$ cat config.mk
export PLATFORM = sky130hd
export DESIGN_NAME = im_load_ctrl
export DESIGN_NICKNAME = d
export VERILOG_FILES = /design/src/rtl/im_load_ctrl_pkg.sv /design/src/rtl/im_load_ctrl_rx_timeout.sv /design/src/rtl/im_load_ctrl.sv
export SDC_FILE = /design/constraint.sdc
export NUM_CORES = 1
export LEC_CHECK = 0
export ABC_AREA = 1
export CORE_UTILIZATION = 40
export DETAILED_ROUTE_END_ITERATION = 10
export GPL_TIMING_DRIVEN = 0
export PLACE_DENSITY_LB_ADDON = 0.08
export SYNTH_ARGS = -nofsm -noshare
export SYNTH_HDL_FRONTEND = slang
export SYNTH_SLANG_ARGS = --single-unit
$ cat constraint.sdc
create_clock -name clk -period 5.5 [get_ports clk]
set_clock_uncertainty 0.1 [all_clocks]
set_input_delay 0.55 -clock clk [delete_from_list [all_inputs] [get_ports clk]]
set_output_delay 0.55 -clock clk [all_outputs]
set_load 0.01 [all_outputs]
$ cat src/rtl/im_load_ctrl_pkg.sv
// Shared types and constants for the instruction-memory load controller.
package im_pkg;

    localparam int IM_DEPTH  = 8192;
    localparam int INSTR_W   = 17;
    localparam int ADDR_W    = 16;
    localparam int LEN_BYTES = 2;

    typedef enum logic [3:0] {
        IDLE,
        LEN_HI,
        LEN_LO,
        B2,
        B1,
        B0,
        WRITE,
        FINISH,
        ERROR
    } load_state_t;

endpackage

$ cat src/rtl/im_load_ctrl_rx_timeout.sv
// Idle-cycle watchdog: counts cycles since the last kick while enabled,
// flags expiry once LIMIT idle cycles have elapsed.
module rx_timeout #(
    parameter int LIMIT = 1_000_000
) (
    input  logic clk,
    input  logic rst,
    input  logic en,
    input  logic kick,
    output logic expired
);

    localparam int CW = $clog2(LIMIT + 1);

    logic [CW-1:0] cnt;

    always_ff @(posedge clk) begin
        if (rst || !en || kick) begin
            cnt <= '0;
        end else if (cnt != CW'(LIMIT)) begin
            cnt <= cnt + CW'(1);
        end
    end

    assign expired = en && (cnt == CW'(LIMIT));

endmodule

$ cat src/rtl/im_load_ctrl.sv
// Instruction-memory port arbiter: passes CPU fetches through when idle and
// loads a length-prefixed program from the byte stream on request.
module im_load_ctrl #(
    parameter int ADDR_W  = im_pkg::ADDR_W,
    parameter int INSTR_W = im_pkg::INSTR_W,
    parameter int DEPTH   = im_pkg::IM_DEPTH,
    parameter int TIMEOUT = 1_000_000
) (
    input  logic                clk,
    input  logic                rst,
    input  logic                load_req,
    input  logic [7:0]          rx_byte,
    input  logic                rx_vld,
    input  logic [ADDR_W-1:0]   cpu_addr,
    input  logic                cpu_rd_en,
    output logic [ADDR_W-1:0]   im_addr,
    output logic                im_rd_en,
    output logic                im_we,
    output logic [INSTR_W-1:0]  im_wdata,
    output logic                cpu_stall,
    output logic                busy,
    output logic                load_done,
    output logic                load_err,
    output im_pkg::load_state_t dbg_state
);

    import im_pkg::*;

    localparam int LEN_W = 8 * LEN_BYTES;

    // Byte stream: rx_byte is consumed on any posedge where rx_vld is high and
    // the FSM is waiting for a byte; there is no back-pressure, so bytes that
    // arrive in WRITE, FINISH, ERROR or IDLE are dropped.
    load_state_t       state;
    logic [ADDR_W-1:0] wr_ptr;
    logic [LEN_W-1:0]  word_cnt;
    logic [LEN_W-1:0]  len;
    logic [LEN_W-1:0]  hdr_len;
    logic              hi_bit;
    logic [7:0]        mid_byte;
    logic              in_rx;
    logic              to_expired;

    assign hdr_len   = {len[LEN_W-1:8], rx_byte};
    assign in_rx     = (state == LEN_HI) || (state == LEN_LO) || (state == B2) ||
                       (state == B1) || (state == B0);
    assign im_addr   = (state == IDLE) ? cpu_addr : wr_ptr;
    assign im_rd_en  = (state == IDLE) && cpu_rd_en;
    assign dbg_state = state;

    rx_timeout #(
        .LIMIT(TIMEOUT)
    ) u_rx_timeout (
        .clk    (clk),
        .rst    (rst),
        .en     (in_rx),
        .kick   (rx_vld),
        .expired(to_expired)
    );

    always_ff @(posedge clk) begin
        if (rst) begin
            state     <= IDLE;
            wr_ptr    <= '0;
            word_cnt  <= '0;
            len       <= '0;
            hi_bit    <= 1'b0;
            mid_byte  <= '0;
            im_we     <= 1'b0;
            im_wdata  <= '0;
            cpu_stall <= 1'b0;
            busy      <= 1'b0;
            load_done <= 1'b0;
            load_err  <= 1'b0;
        end else begin
            im_we     <= 1'b0;
            load_done <= 1'b0;
            load_err  <= 1'b0;
            // A byte landing on the expiry cycle still counts as on time.
            if (in_rx && !rx_vld && to_expired) begin
                state     <= ERROR;
                load_err  <= 1'b1;
                cpu_stall <= 1'b0;
                busy      <= 1'b0;
            end else begin
                case (state)
                    IDLE: begin
                        if (load_req) begin
                            state     <= LEN_HI;
                            wr_ptr    <= '0;
                            word_cnt  <= '0;
                            cpu_stall <= 1'b1;
                            busy      <= 1'b1;
                        end
                    end
                    LEN_HI: begin
                        if (rx_vld) begin
                            len[LEN_W-1:8] <= rx_byte;
                            state          <= LEN_LO;
                        end
                    end
                    LEN_LO: begin
                        if (rx_vld) begin
                            len <= hdr_len;
                            if (hdr_len == '0) begin
                                state     <= FINISH;
                                load_done <= 1'b1;
                                cpu_stall <= 1'b0;
                                busy      <= 1'b0;
                            end else if (int'(hdr_len) > DEPTH) begin
                                state     <= ERROR;
                                load_err  <= 1'b1;
                                cpu_stall <= 1'b0;
                                busy      <= 1'b0;
                            end else begin
                                state <= B2;
                            end
                        end
                    end
                    B2: begin
                        if (rx_vld) begin
                            if (rx_byte[7:1] != 7'd0) begin
                                state     <= ERROR;
                                load_err  <= 1'b1;
                                cpu_stall <= 1'b0;
                                busy      <= 1'b0;
                            end else begin
                                hi_bit <= rx_byte[0];
                                state  <= B1;
                            end
                        end
                    end
                    B1: begin
                        if (rx_vld) begin
                            mid_byte <= rx_byte;
                            state    <= B0;
                        end
                    end
                    B0: begin
                        if (rx_vld) begin
                            im_wdata <= INSTR_W'({hi_bit, mid_byte, rx_byte});
                            im_we    <= 1'b1;
                            state    <= WRITE;
                        end
                    end
                    WRITE: begin
                        wr_ptr   <= wr_ptr + ADDR_W'(1);
                        word_cnt <= word_cnt + LEN_W'(1);
                        if ((word_cnt + LEN_W'(1)) == len) begin
                            state     <= FINISH;
                            load_done <= 1'b1;
                            cpu_stall <= 1'b0;
                            busy      <= 1'b0;
                        end else begin
                            state <= B2;
                        end
                    end
                    FINISH:  state <= IDLE;
                    ERROR:   state <= IDLE;
                    default: state <= IDLE;
                endcase
            end
        end
    end

endmodule

run_1/detail.png
Region (76, 17) to (101, 42) um. Cells in grey, sequential cells in the stronger grey; small squares are vias.
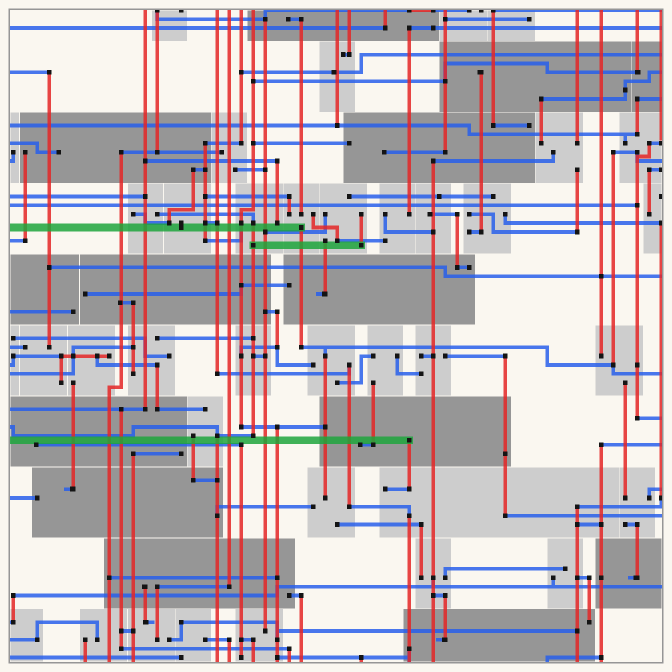
metal 1: shown in blue. metal 3: shown in green. metal 2: shown in red.
Sequential cells in the window: 10. 42 logic cells have their middle in the window. Most frequent: dfxtp_1 (10), o21ai_0 (8), nor2_1 (8). Netlist names of flops here include im_wdata (5), mid_byte (4).

run_1/flops_by_reg.png
Other sequential cells in the stronger grey, the rest of the logic in the fainter grey.
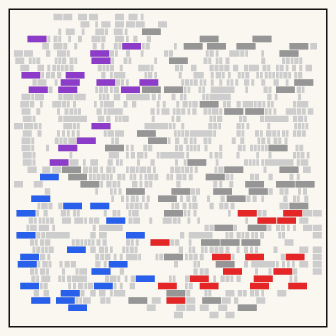
u_rx_timeout.cnt: shown in blue, sequential cells 20, where lower left. wr_ptr: shown in purple, sequential cells 16, where upper left. im_wdata: shown in red, sequential cells 17.

run_1/wires.png
Only two layers are drawn.
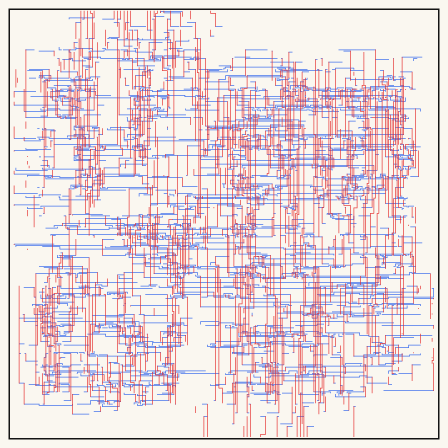
metal 1: shown in blue, wire length 6610 um. metal 2: shown in red, wire length 6930 um.
vias: 5421
wire per inst: 13.5 um
Total GRT Usage: 0.215
final wirelength: 14.4 mm

## run 1: cells in the mapped netlist (2+ instances only)
cell,instances
nand4_1,22
dfxtp_1,102
nor4_1,7
clkinv_1,2
nor2_2,5
nor3_4,2
a31oi_1,2
a21oi_1,80
nand2_1,172
nor2_4,7
xor2_1,5
inv_1,105
nand2_2,8
o21a_1,6
nor3_1,12
clkbuf_1,17
nand3_1,64
buf_4,4
nor2_1,77
nor3b_1,3
inv_2,3
or2_2,4
nor3_2,2
buf_2,4
ha_1,4
o21ai_0,67
nand3_2,3
## run 1: logic make-up (layout without fill, tap and decap cells)
family	Yosys count	count (layout)	synth area share
fa+ha+maj	4	4	0.00926
xor+xnor	9	9	0.0229
compound gates	160	160	0.155
simple gates	392	392	0.338
buf+inv	135	221	0.0974
flops	102	102	0.378
## run 1: per-stage QoR
| step | cells | cell area (um^2) | setup slack [ns] |
|---|---|---|---|
| floorplan | 802 | 5410 | 3.61 |
| global placement | 1048 | 6330 | 2.76 |
| detailed placement | 1048 | 6330 | 2.73 |
| CTS | 1064 | 6630 | 2.39 |
| global route | 1064 | 6630 | 2.24 |
| finish | 1064 | 6630 | 2.43 |
## run 1: report_power, final
part	switching (mW)	leakage, nW	internal [mW]
registers	0.0323	0.823	0.772
logic	0.396	1.49	0.267
clock network	0.301	0.141	0.357
## run 1: flip-flops by register name (all words and copies together), names as in the netlist
signal / flops
busy: 1
dbg_state: 4
hi_bit: 1
im_wdata: 17
im_we: 1
len: 16
load_done: 1
load_err: 1
mid_byte: 8
u_rx_timeout.cnt: 20
word_cnt: 16
wr_ptr: 16
## run 1: routing by layer
layer	vias up	track usage
li1	2784	-
met1	2509	0.267
met2	119	0.370
met3	9	0.0569
met4	0	0.0489
met5	-	0
## run 1: worst max-delay path by stage
| stage | from | end |
|---|---|---|
| final | dbg_state[3] | im_addr[1] |
| after global routing | dbg_state[3] | im_addr[10] |
| after CTS | dbg_state[3] | im_addr[1] |
| after detailed placement | rx_vld | len[5] |
| after global placement | rx_vld | len[6] |
| after floorplan | word_cnt[0] | busy |
## run 1: critical path, delay by kind of cell, from the launching register on
kind / cells / cell delay, ns
buf+inv: 3 / 1.11
simple gates: 3 / 0.49
flops: 1 / 0.37
compound gates: 1 / 0.10
## run 1: final cells by class
cell class	instances	area, um^2	area share
inverter	110	413	0.0623
multi-input combinational	565	2840	0.428
tap	176	220	0.0332
clock buffer	10	229	0.0346
clock inverter	6	70.1	0.0106
sequential	102	2040	0.308
buffer	25	114	0.0172
timing repair buffer	70	701	0.106
==> impl_metrics.csv, run 1 <==
group,metric,value,unit
synth,ys.flop_type,"dfxtp_1",
power,power.density,321,mW/mm^2
worst_setup_path,reg2reg_slack,3.05,ns
placement,gp_congestion,0.870,
synth,ys_warn_count,0,
min_path,min_to,"mid_byte[2]",
finish,layout_top_cell,"nand2_1",
timing,max_freq,326,MHz
clock_tree,cts_resized,0,
global_route,grt_pass1_vias,5111,
global_route,antenna_found_initial,0,
worst_setup_path,cp-start-kind,"flop",
floorplan,die_area,0.0140,mm^2
floorplan,rows,42,
synth,ys_area,0.00541,mm^2
floorplan,ios,72,
drt,wl_met1,6.61,mm
drt,highest_layer,"met4",
clock_tree,cts_root_buf,"clkbuf_16",
power,peakVddDrop,0.191,mV
synth,ys_cells,802,
global_route,grt_start_max_net_pins,18,
synth,syn_inst,802,
flow_run,warnings,27,
floorplan,die_x,118,um
placement,io_buffers,70,
drt,wl_met3,739,um
timing,setup_violations,0,
min_path,hp-class,"reg2reg",
synth,avgSynthCellArea,6.74,um^2
finish,drive_above_1_share,0.0709,
global_route,overflow,0,
worst_setup_path,max_stage_delay,0.57,ns
min_path,hold_path_depth,2,
clock_tree,cts_tree,"built",
clock_tree,clk_pin_slew,0.07,ns
worst_setup_path,path_cells,"nor2_2 -> nand2_2 -> inv_1 -> clkbuf_1 -> nand2_1 -> o21ai_0 -> clkdlybuf4s50_1",
worst_setup_path,path_max_fanout,10,
finish,area_growth,22.6,%
synth,yosysTopAreaCell,"dfxtp_1",
worst_setup_path,ff2ff_path_depth,13,
worst_setup_path,end_kind,"output port",
synth,synth_area,0.00541,mm^2
timing,timing.hold.ws,0.359,ns
finish,nFillCells,1372,
worst_setup_path,arrival,2.42,ns
drt,dr_wl_met2,6.93,mm
timing,max_slew_margin,0.551,
synth,ys_types,40,
timing,tns,0,ns
drt,drc,0,
run_status,status,"complete, no violations",
synth,ys_async_sr_fraction,0,
timing,finalCritPeriodShare,0.558,
drt,drt_iter0_markers,325,
synth,ys_seq_elements,102,
finish,final_cell_mix,"nand2_1 (172), inv_1 (105), dfxtp_1 (102)",
worst_setup_path,critical_path.slowest_cell,"clkdlybuf4s50_1",
timing,period_needed,3.07,ns
timing,finalHoldViolCount,0,
timing,worstMarginPinSlew,0.668,ns
floorplan,fp.coreArea,0.0132,mm^2
finish,n_antenna_cell,0,
finish,fin_nets,916,
drt,ant_nets,0,
placement,dpl.hpwl,10.9,mm
synth,edf_count,0,
clock_tree,post_cts_buffers,0,
timing,slew_viol_final,0,
synth,ys_seq_frac,0.378,
==> run 1 -> run 2 <==
clock period = 2.81 ns   (was 5.5 ns; I/O delays follow)
run_2/wires.png
Only two layers are drawn.
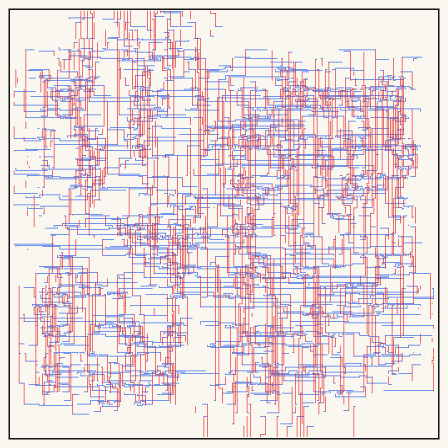
metal 1: shown in blue, wire length 6620 um. metal 2: shown in red, wire length 6910 um.

==> impl_metrics.csv, run 2 <==
group,metric,value,unit
synth,ys.flop_type,"dfxtp_1",
placement,gp_congestion,0.870,
drt,vias,5432,
synth,yosysTopAreaCell,"dfxtp_1",
worst_setup_path,arrival,2.25,ns
clock_tree,cts_root_buf,"clkbuf_16",
drt,routed_wl,14.4,mm
drt,ant_nets,0,
timing,max_freq,380,MHz
run_status,status,"complete, no violations",
floorplan,rows,42,
worst_setup_path,end_kind,"output port",
finish,area_growth,22.6,%
synth,ys_async_sr_fraction,0,
flow_run,warnings,27,
global_route,overflow,0,
worst_setup_path,cp-start-kind,"flop",
global_route,antenna_found_initial,0,
global_route,grt_start_max_net_pins,18,
drt,drc,0,
finish,fin_nets,916,
floorplan,fp.coreArea,0.0132,mm^2
timing,slew_viol_final,0,
floorplan,ios,72,
placement,dpl.hpwl,10.9,mm
placement,io_buffers,70,
timing,tns,0,ns
drt,avgRoutedWirePerCell,13.5,um
finish,drive_above_1_share,0.0732,
min_path,hp-class,"in2reg",
synth,ys_warn_count,0,
global_route,grt_pass1_vias,5111,
synth,syn_inst,802,
worst_setup_path,reg2reg_slack,0.36,ns
synth,ys_seq_frac,0.378,
synth,yosysMostFrequentCell,"nand2_1",
run_2/power_grid.png
Bar = 20 um. Pins as bars on the die edge. Tap cells in grey.
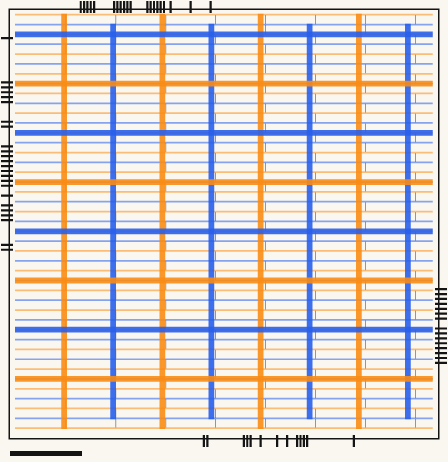
VSS: shown in orange. VDD: shown in blue.
43 met1 rails follow the rows. The core has 42 rows. 8 straps on met4.

[run 2: cell counts after synthesis]
Identical to the previous run, type by type.
[run 2: final timing paths]
check	end	depth (start not counted)	start
setup / recovery	im_addr[8]	7	dbg_state[3]
hold / removal	word_cnt[14]	2	rst
setup reg to reg	load_done	13	word_cnt[0]
hold reg to reg	mid_byte[2]	2	mid_byte[2]
[run 2: final cells by class]
class | count | area, um^2
Timing Repair Buffer | 70 | 701
Tap cell | 176 | 220
Multi-Input combinational cell | 565 | 2840
Clock inverter | 6 | 70.1
Sequential cell | 102 | 2040
Fill cell | 1370 | 6560
Buffer | 25 | 116
Inverter | 110 | 413
Clock buffer | 10 | 229
[run 2: layer usage]
layer,vias up,part of all wire,track usage
li1,2785,-,-
met1,2513,0.46,0.267
met2,127,0.48,0.370
met3,7,0.053,0.0569
met4,0,0.0072,0.0489
met5,-,0,0
[run 2: through the flow]
step / cells / setup slack (ns) / area, um^2 / hold WS, ns / util
after floorplan: 802 / 0.917 / 5410 / 0.316 / -
after global placement: 1048 / 0.339 / 6330 / 0.339 / 0.480
after detailed placement: 1048 / 0.308 / 6330 / 0.346 / 0.480
after CTS: 1064 / 0.0337 / 6630 / 0.181 / 0.502
after global routing: 1064 / 0.000114 / 6630 / 0.191 / 0.503
final: 1064 / 0.177 / 6630 / 0.184 / 0.503
[run 2: critical path: stages, from the launching register on]
cell	delay (ns)
dfxtp_1	0.37
nor2_2	0.23
nand2_2	0.15
inv_1	0.15
buf_1	0.32
nand2_1	0.08
nand2_1	0.07
clkdlybuf4s50_1	0.53
[run 2: cells by family after synthesis]
family | Yosys count | share of synthesized area
compound gates | 160 | 0.155
xor+xnor | 9 | 0.0229
fa+ha+maj | 4 | 0.00926
buf+inv | 135 | 0.0974
flops | 102 | 0.378
simple gates | 392 | 0.338
[run 2: report_power, final]
part | switching, mW | internal (mW)
Clock | 0.588 | 0.700
Sequential | 0.0633 | 1.51
Combinational | 0.773 | 0.527
Total | 1.42 | 2.74
Power and IR drop assume default switching activity.
